File: src/rtl/mp3_cmd_arbiter.sv
// MP3 player command scheduler: round-robin arbitration of bluetooth bytes and push-buttons,
// command execution on SW/VOL, and ACK/NAK reply sequencing. Optional macro: MP3_BTN_NOTIFY_EN.
module mp3_cmd_arbiter #(
  parameter int          NUM_TRACKS = 7,
  parameter int          VOL_MAX    = 15,
  parameter int          VOL_RST    = 8,
  parameter logic [7:0]  NAK_CODE   = 8'hEE
) (
  input  logic       CLK,
  input  logic       RST,
  input  logic       BT_VALID,
  input  logic [7:0] BT_DATA,
  input  logic       BTN_NEXT,
  input  logic       BTN_PREV,
  input  logic       BTN_VUP,
  input  logic       BTN_VDN,
  input  logic       TX_BUSY,
  output logic       TX_START,
  output logic [7:0] TX_DATA,
  output logic [2:0] SW,
  output logic [3:0] VOL,
  output logic       UP,
  output logic       DOWN,
  output logic       BT_DROP
);

  localparam logic [2:0] SW_LAST  = 3'(NUM_TRACKS - 1);
  localparam logic [3:0] VOL_TOP  = 4'(VOL_MAX);
  localparam logic [3:0] VOL_INIT = 4'(VOL_RST);

  typedef enum logic [1:0] {
    ST_IDLE  = 2'd0,
    ST_EXEC  = 2'd1,
    ST_REPLY = 2'd2
  } state_t;

  function automatic logic cmd_is_valid(input logic [7:0] c);
    logic [7:0] idx;
    logic       v;
    idx = c - 8'h05;
    v   = 1'b0;
    if ((c >= 8'h01) && (c <= 8'h04)) begin
      v = 1'b1;
    end else if ((c >= 8'h05) && (c <= 8'h0B)) begin
      v = (idx < 8'(NUM_TRACKS));
    end else begin
      v = 1'b0;
    end
    return v;
  endfunction

  state_t     state_q, state_d;
  logic [7:0] cmd_q, cmd_d;
  logic       src_bt_q, src_bt_d;
  logic       last_bt_q, last_bt_d;
  logic       bt_full_q, bt_full_d;
  logic [7:0] bt_byte_q, bt_byte_d;
  logic       btn_full_q, btn_full_d;
  logic [7:0] btn_code_q, btn_code_d;
  logic [3:0] btn_prev_q;
  logic [2:0] sw_q, sw_d;
  logic [3:0] vol_q, vol_d;
  logic       up_q, up_d;
  logic       down_q, down_d;
  logic       drop_q, drop_d;
  logic [7:0] tx_data_q, tx_data_d;

  logic [3:0] btn_lvl_s;
  logic [3:0] btn_rise_s;
  logic [7:0] btn_code_s;
  logic       btn_edge_s;
  logic       grant_bt_s;
  logic       grant_btn_s;

  assign btn_lvl_s  = {BTN_NEXT, BTN_PREV, BTN_VUP, BTN_VDN};
  assign btn_rise_s = btn_lvl_s & ~btn_prev_q;
  assign btn_edge_s = |btn_rise_s;

  // Button edge priority encode and round-robin grant.
  always_comb begin
    btn_code_s  = 8'h00;
    grant_bt_s  = 1'b0;
    grant_btn_s = 1'b0;
    if (btn_rise_s[3]) begin
      btn_code_s = 8'h02;
    end else if (btn_rise_s[2]) begin
      btn_code_s = 8'h01;
    end else if (btn_rise_s[1]) begin
      btn_code_s = 8'h03;
    end else if (btn_rise_s[0]) begin
      btn_code_s = 8'h04;
    end else begin
      btn_code_s = 8'h00;
    end
    if (state_q == ST_IDLE) begin
      if (bt_full_q && btn_full_q) begin
        grant_bt_s  = ~last_bt_q;
        grant_btn_s = last_bt_q;
      end else begin
        grant_bt_s  = bt_full_q;
        grant_btn_s = btn_full_q;
      end
    end else begin
      grant_bt_s  = 1'b0;
      grant_btn_s = 1'b0;
    end
  end

  // Next-state: FSM, slot bookkeeping and resource updates.
  always_comb begin
    state_d    = state_q;
    cmd_d      = cmd_q;
    src_bt_d   = src_bt_q;
    last_bt_d  = last_bt_q;
    bt_full_d  = bt_full_q;
    bt_byte_d  = bt_byte_q;
    btn_full_d = btn_full_q;
    btn_code_d = btn_code_q;
    sw_d       = sw_q;
    vol_d      = vol_q;
    up_d       = 1'b0;
    down_d     = 1'b0;
    drop_d     = 1'b0;
    tx_data_d  = tx_data_q;

    case (state_q)
      ST_IDLE: begin
        if (grant_bt_s) begin
          cmd_d     = bt_byte_q;
          src_bt_d  = 1'b1;
          last_bt_d = 1'b1;
          state_d   = ST_EXEC;
        end else if (grant_btn_s) begin
          cmd_d     = btn_code_q;
          src_bt_d  = 1'b0;
          last_bt_d = 1'b0;
          state_d   = ST_EXEC;
        end else begin
          state_d = ST_IDLE;
        end
      end
      ST_EXEC: begin
        case (cmd_q)
          8'h01: sw_d = (sw_q == 3'd0) ? SW_LAST : (sw_q - 3'd1);
          8'h02: sw_d = (sw_q == SW_LAST) ? 3'd0 : (sw_q + 3'd1);
          8'h03: begin
            if (vol_q < VOL_TOP) begin
              vol_d = vol_q + 4'd1;
              up_d  = 1'b1;
            end else begin
              vol_d = vol_q;
            end
          end
          8'h04: begin
            if (vol_q > 4'd0) begin
              vol_d  = vol_q - 4'd1;
              down_d = 1'b1;
            end else begin
              vol_d = vol_q;
            end
          end
          8'h05, 8'h06, 8'h07, 8'h08, 8'h09, 8'h0A, 8'h0B: begin
            // Low three bits minus 5 (mod 8) maps 05..0B onto 0..6.
            if (cmd_is_valid(cmd_q)) begin
              sw_d = cmd_q[2:0] - 3'd5;
            end else begin
              sw_d = sw_q;
            end
          end
          default: sw_d = sw_q;
        endcase
        if (src_bt_q) begin
          tx_data_d = cmd_is_valid(cmd_q) ? cmd_q : NAK_CODE;
          state_d   = ST_REPLY;
        end else begin
`ifdef MP3_BTN_NOTIFY_EN
          tx_data_d = cmd_q;
          state_d   = ST_REPLY;
`else
          state_d   = ST_IDLE;
`endif
        end
      end
      ST_REPLY: begin
        if (!TX_BUSY) begin
          state_d = ST_IDLE;
        end else begin
          state_d = ST_REPLY;
        end
      end
      default: state_d = ST_IDLE;
    endcase

    // A byte may refill the BT slot in the same cycle it is granted.
    if (BT_VALID && (!bt_full_q || grant_bt_s)) begin
      bt_full_d = 1'b1;
      bt_byte_d = BT_DATA;
    end else if (grant_bt_s) begin
      bt_full_d = 1'b0;
    end else begin
      bt_full_d = bt_full_q;
    end
    drop_d = BT_VALID && bt_full_q && !grant_bt_s;

    if (grant_btn_s) begin
      btn_full_d = 1'b0;
    end else if (btn_edge_s && !btn_full_q) begin
      btn_full_d = 1'b1;
      btn_code_d = btn_code_s;
    end else begin
      btn_full_d = btn_full_q;
    end
  end

  // State and output registers.
  always_ff @(posedge CLK or negedge RST) begin
    if (!RST) begin
      state_q    <= ST_IDLE;
      cmd_q      <= 8'h00;
      src_bt_q   <= 1'b0;
      last_bt_q  <= 1'b0;
      bt_full_q  <= 1'b0;
      bt_byte_q  <= 8'h00;
      btn_full_q <= 1'b0;
      btn_code_q <= 8'h00;
      btn_prev_q <= 4'b0000;
      sw_q       <= 3'd0;
      vol_q      <= VOL_INIT;
      up_q       <= 1'b0;
      down_q     <= 1'b0;
      drop_q     <= 1'b0;
      tx_data_q  <= 8'h00;
    end else begin
      state_q    <= state_d;
      cmd_q      <= cmd_d;
      src_bt_q   <= src_bt_d;
      last_bt_q  <= last_bt_d;
      bt_full_q  <= bt_full_d;
      bt_byte_q  <= bt_byte_d;
      btn_full_q <= btn_full_d;
      btn_code_q <= btn_code_d;
      btn_prev_q <= btn_lvl_s;
      sw_q       <= sw_d;
      vol_q      <= vol_d;
      up_q       <= up_d;
      down_q     <= down_d;
      drop_q     <= drop_d;
      tx_data_q  <= tx_data_d;
    end
  end

  // Start is gated by the live busy level so it can never overlap TX_BUSY.
  assign TX_START = (state_q == ST_REPLY) && !TX_BUSY;
  assign TX_DATA  = tx_data_q;
  assign SW       = sw_q;
  assign VOL      = vol_q;
  assign UP       = up_q;
  assign DOWN     = down_q;
  assign BT_DROP  = drop_q;

endmodule

File: config.mk
export PLATFORM = sky130hd
export DESIGN_NAME = mp3_cmd_arbiter
export DESIGN_NICKNAME = d
export VERILOG_FILES = /design/src/rtl/mp3_cmd_arbiter.sv
export SDC_FILE = /design/constraint.sdc
export NUM_CORES = 1
export LEC_CHECK = 0
export CORE_AREA = 2 2 84 86
export CTS_CLUSTER_DIAMETER = 30
export DETAILED_ROUTE_END_ITERATION = 12
export DIE_AREA = 0 0 86 88
export GPL_TIMING_DRIVEN = 0
export HOLD_SLACK_MARGIN = 0.03
export SLEW_MARGIN = 10
export SYNTH_ARGS = -nofsm -noshare
export SYNTH_HDL_FRONTEND = slang
export SYNTH_SLANG_ARGS = --single-unit
File: constraint.sdc
create_clock -name CLK -period 5.4 [get_ports CLK]
set_input_delay 1.62 -clock CLK [delete_from_list [all_inputs] [get_ports CLK]]
set_output_delay 1.62 -clock CLK [all_outputs]
set_load 0.03 [all_outputs]
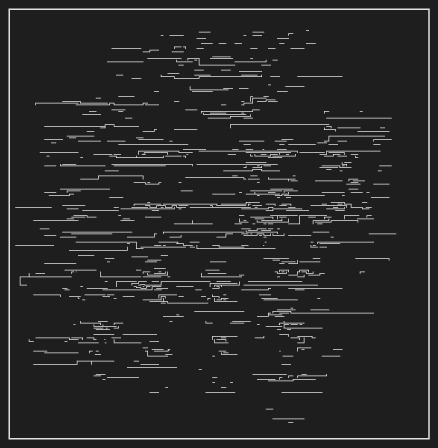
(signal wires on met1)
share of all routed wire: 46%
main direction: horizontal
longest straight run: 20.2 um
wire length on this layer: 1930 um
nets with wire on the layer: 233
vias: 1610
Post-Route WL: 4160 um
met1 Track Usage GR: 0.151

==> notes.md <==
run results: drt wl/cell 12.8 um, vias in the first global route 1594, Clk pwr share 0.153, flip-flops 46, R2R Setup Slk 2980 ps, post-placement cell count 317, Clock Sinks between 40 and 50, Slowest cell on crit path clkdlybuf4s50_1, Crit. path cell count 3, Hold Path Depth 1, Die Ht 88 um, initial DRC count 80, fin worst setup slack between 800 and 900 ps, post-synth net total 231, post-CTS sizing 0, beginning of the critical path TX_BUSY, footprint of the multi-input gates ~1100 um2, Area leader share 0.494, Max Clk Rate 220 MHz, GPL Wtd Cong 0.753, Mapped Cells 202, Worst Skew between 7 and 8 ps, Clock-cell share 0.0383, Internal 981 uW, postcts setup bufs 0, critical hold path startpoint TX_DATA[7]$_DFFE_PN0P_, Peak VDD IR a little under 0.2 mV, Worst Path Buf+Inv 2, Antenna Cells 0, Reg clk slew, reported paths 80 ps, Root Driver clkbuf_8, Sw Share 0.399, synthesis area per yosys 2280 um2, Distinct lib cells used 53, clk ins delay skew pair around 300 ps, dominant logic cell types in the final layout dfrtp_1 (45), clkdlybuf4s50_1 (33), inv_1 (14), nand2_1 (12), ha_1 (12), Combinational Gates roughly 140, hold crit path type flop to flop, RSZ-0062 raised after global routing false, # fillers 636, Setup Viol. Count Final 0, Syn Area/Cell 11.3 um2, H-Tree Depth 2, Ports 35, largest net degree at the start of global routing 37, mapped cell area 2280 um2, CP max FO 2, count of non-CTS inverters in the layout 14, Tool Warnings 34, buffering overhead 0.132, yosys cell count 202, Max-Cap Viols 0, chip area 7570 um2, final worst path period share 0.842, count of library flops with an enable pin 0, critical path's top delay family buffers and inverters, Max Root-Sink Buffers 2, Comb pwr share 0.483, Critical Path AT 2930 ps, fin area 2840 um2, top cell category flip-flops and latches, final-report hold violation count 0, grt ovf 0, CP cell instances clkdlybuf4s50_1, nor3b_1, clkdlybuf4s50_1, Slew @ Worst Pin 703 ps, Total GRT Usage 0.121, area of placed instances between 2000 and 3000 um2, Min-Delay Endpoint TX_DATA[7]$_DFFE_PN0P_, top cells, area dfrtp_1 (49%), ha_1 (6.6%), mux2_2 (4.4%), inv_1 (2.3%), mux2i_1 (2.2%), max-slew violations 0, CTS Hold Buffers Added 0, Yosys top cell by area dfrtp_1, CP endpoint TX_START, antenna violations before repair 0, die span in x 86 um, Seq area share 0.405, Comb area share 0.370, synth warn 0, Switching Power 651 uW, TritonCTS Buffers 5, outcome completed
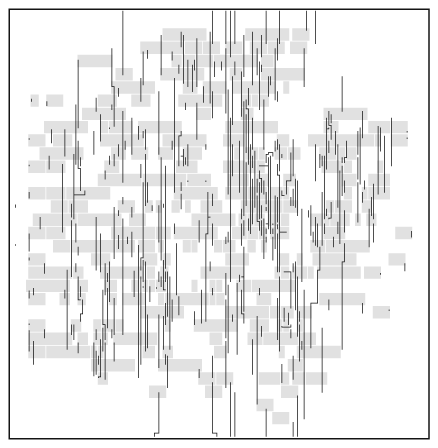
(signal wires on met2)
main direction: vertical
share of all routed wire: 49%
nets with wire on the layer: 228

## Yosys cell counts, types with 2 or more instances
cell and count:
a221oi_1 2, a22o_1 4, nor3b_1 3, nand3b_1 3
and3_1 2, o22a_1 2, o211ai_1 2, or4_1 2
xnor2_1 4, a211oi_1 2, a31oi_1 2, o21a_1 4
nand2_1 12, nor2b_1 5, mux2_2 9, o21ai_0 8
nand3_1 4, a21oi_1 8, or2_2 2, dfrtp_1 45
buf_2 2, mux2i_1 5, a21o_1 3, nand2b_1 4
inv_1 14, ha_1 12, nor2_1 10, nand4_1 2
## metal layers
layer	vias to the layer above	global-route usage	share of wire
li1	810	-	-
met1	764	0.151	0.46
met2	30	0.206	0.49
met3	6	0.0320	0.037
met4	0	0.0390	0.013
met5	-	0	0
## worst register-to-register path, cell delays in order (launching register included)
cell and delay, ps:
dfrtp_1 410, nor4_2 660, nand2_1 200, inv_1 160, ha_1 240, a21o_1 150
a21oi_1 170, xnor2_1 140, nand2_1 80, xnor2_1 140
## registers in the layout, indices dropped and copies added, names as in the netlist
signal / count
TX_DATA: 8
cmd_q: 8
DOWN: 1
btn_code_q: 3
UP: 1
SW: 3
state_q: 2
btn_prev_q: 4
bt_byte_q: 8
last_bt_q: 1
bt_full_q: 1
BT_DROP: 1
VOL: 4
btn_full_q: 1
## power groups by stage
stage                     logic, uW  registers (uW)  clock network (uW)
final                           789             593                 250
after global placement          781             598                   0
after CTS                       798             595                 262
after detailed placement        794             604                   0
after floorplan                 490             665                   0
after global routing            881             615                 275
## cell families after synthesis
| family | synth area share |
|---|---|
| fa+ha+maj | 0.0746 |
| simple gates | 0.149 |
| compound gates | 0.151 |
| xor+xnor | 0.0154 |
| flops | 0.505 |
| buf+inv | 0.0324 |
| mux | 0.0714 |
No activity file was given, so power comes from the tool's default toggle rates.
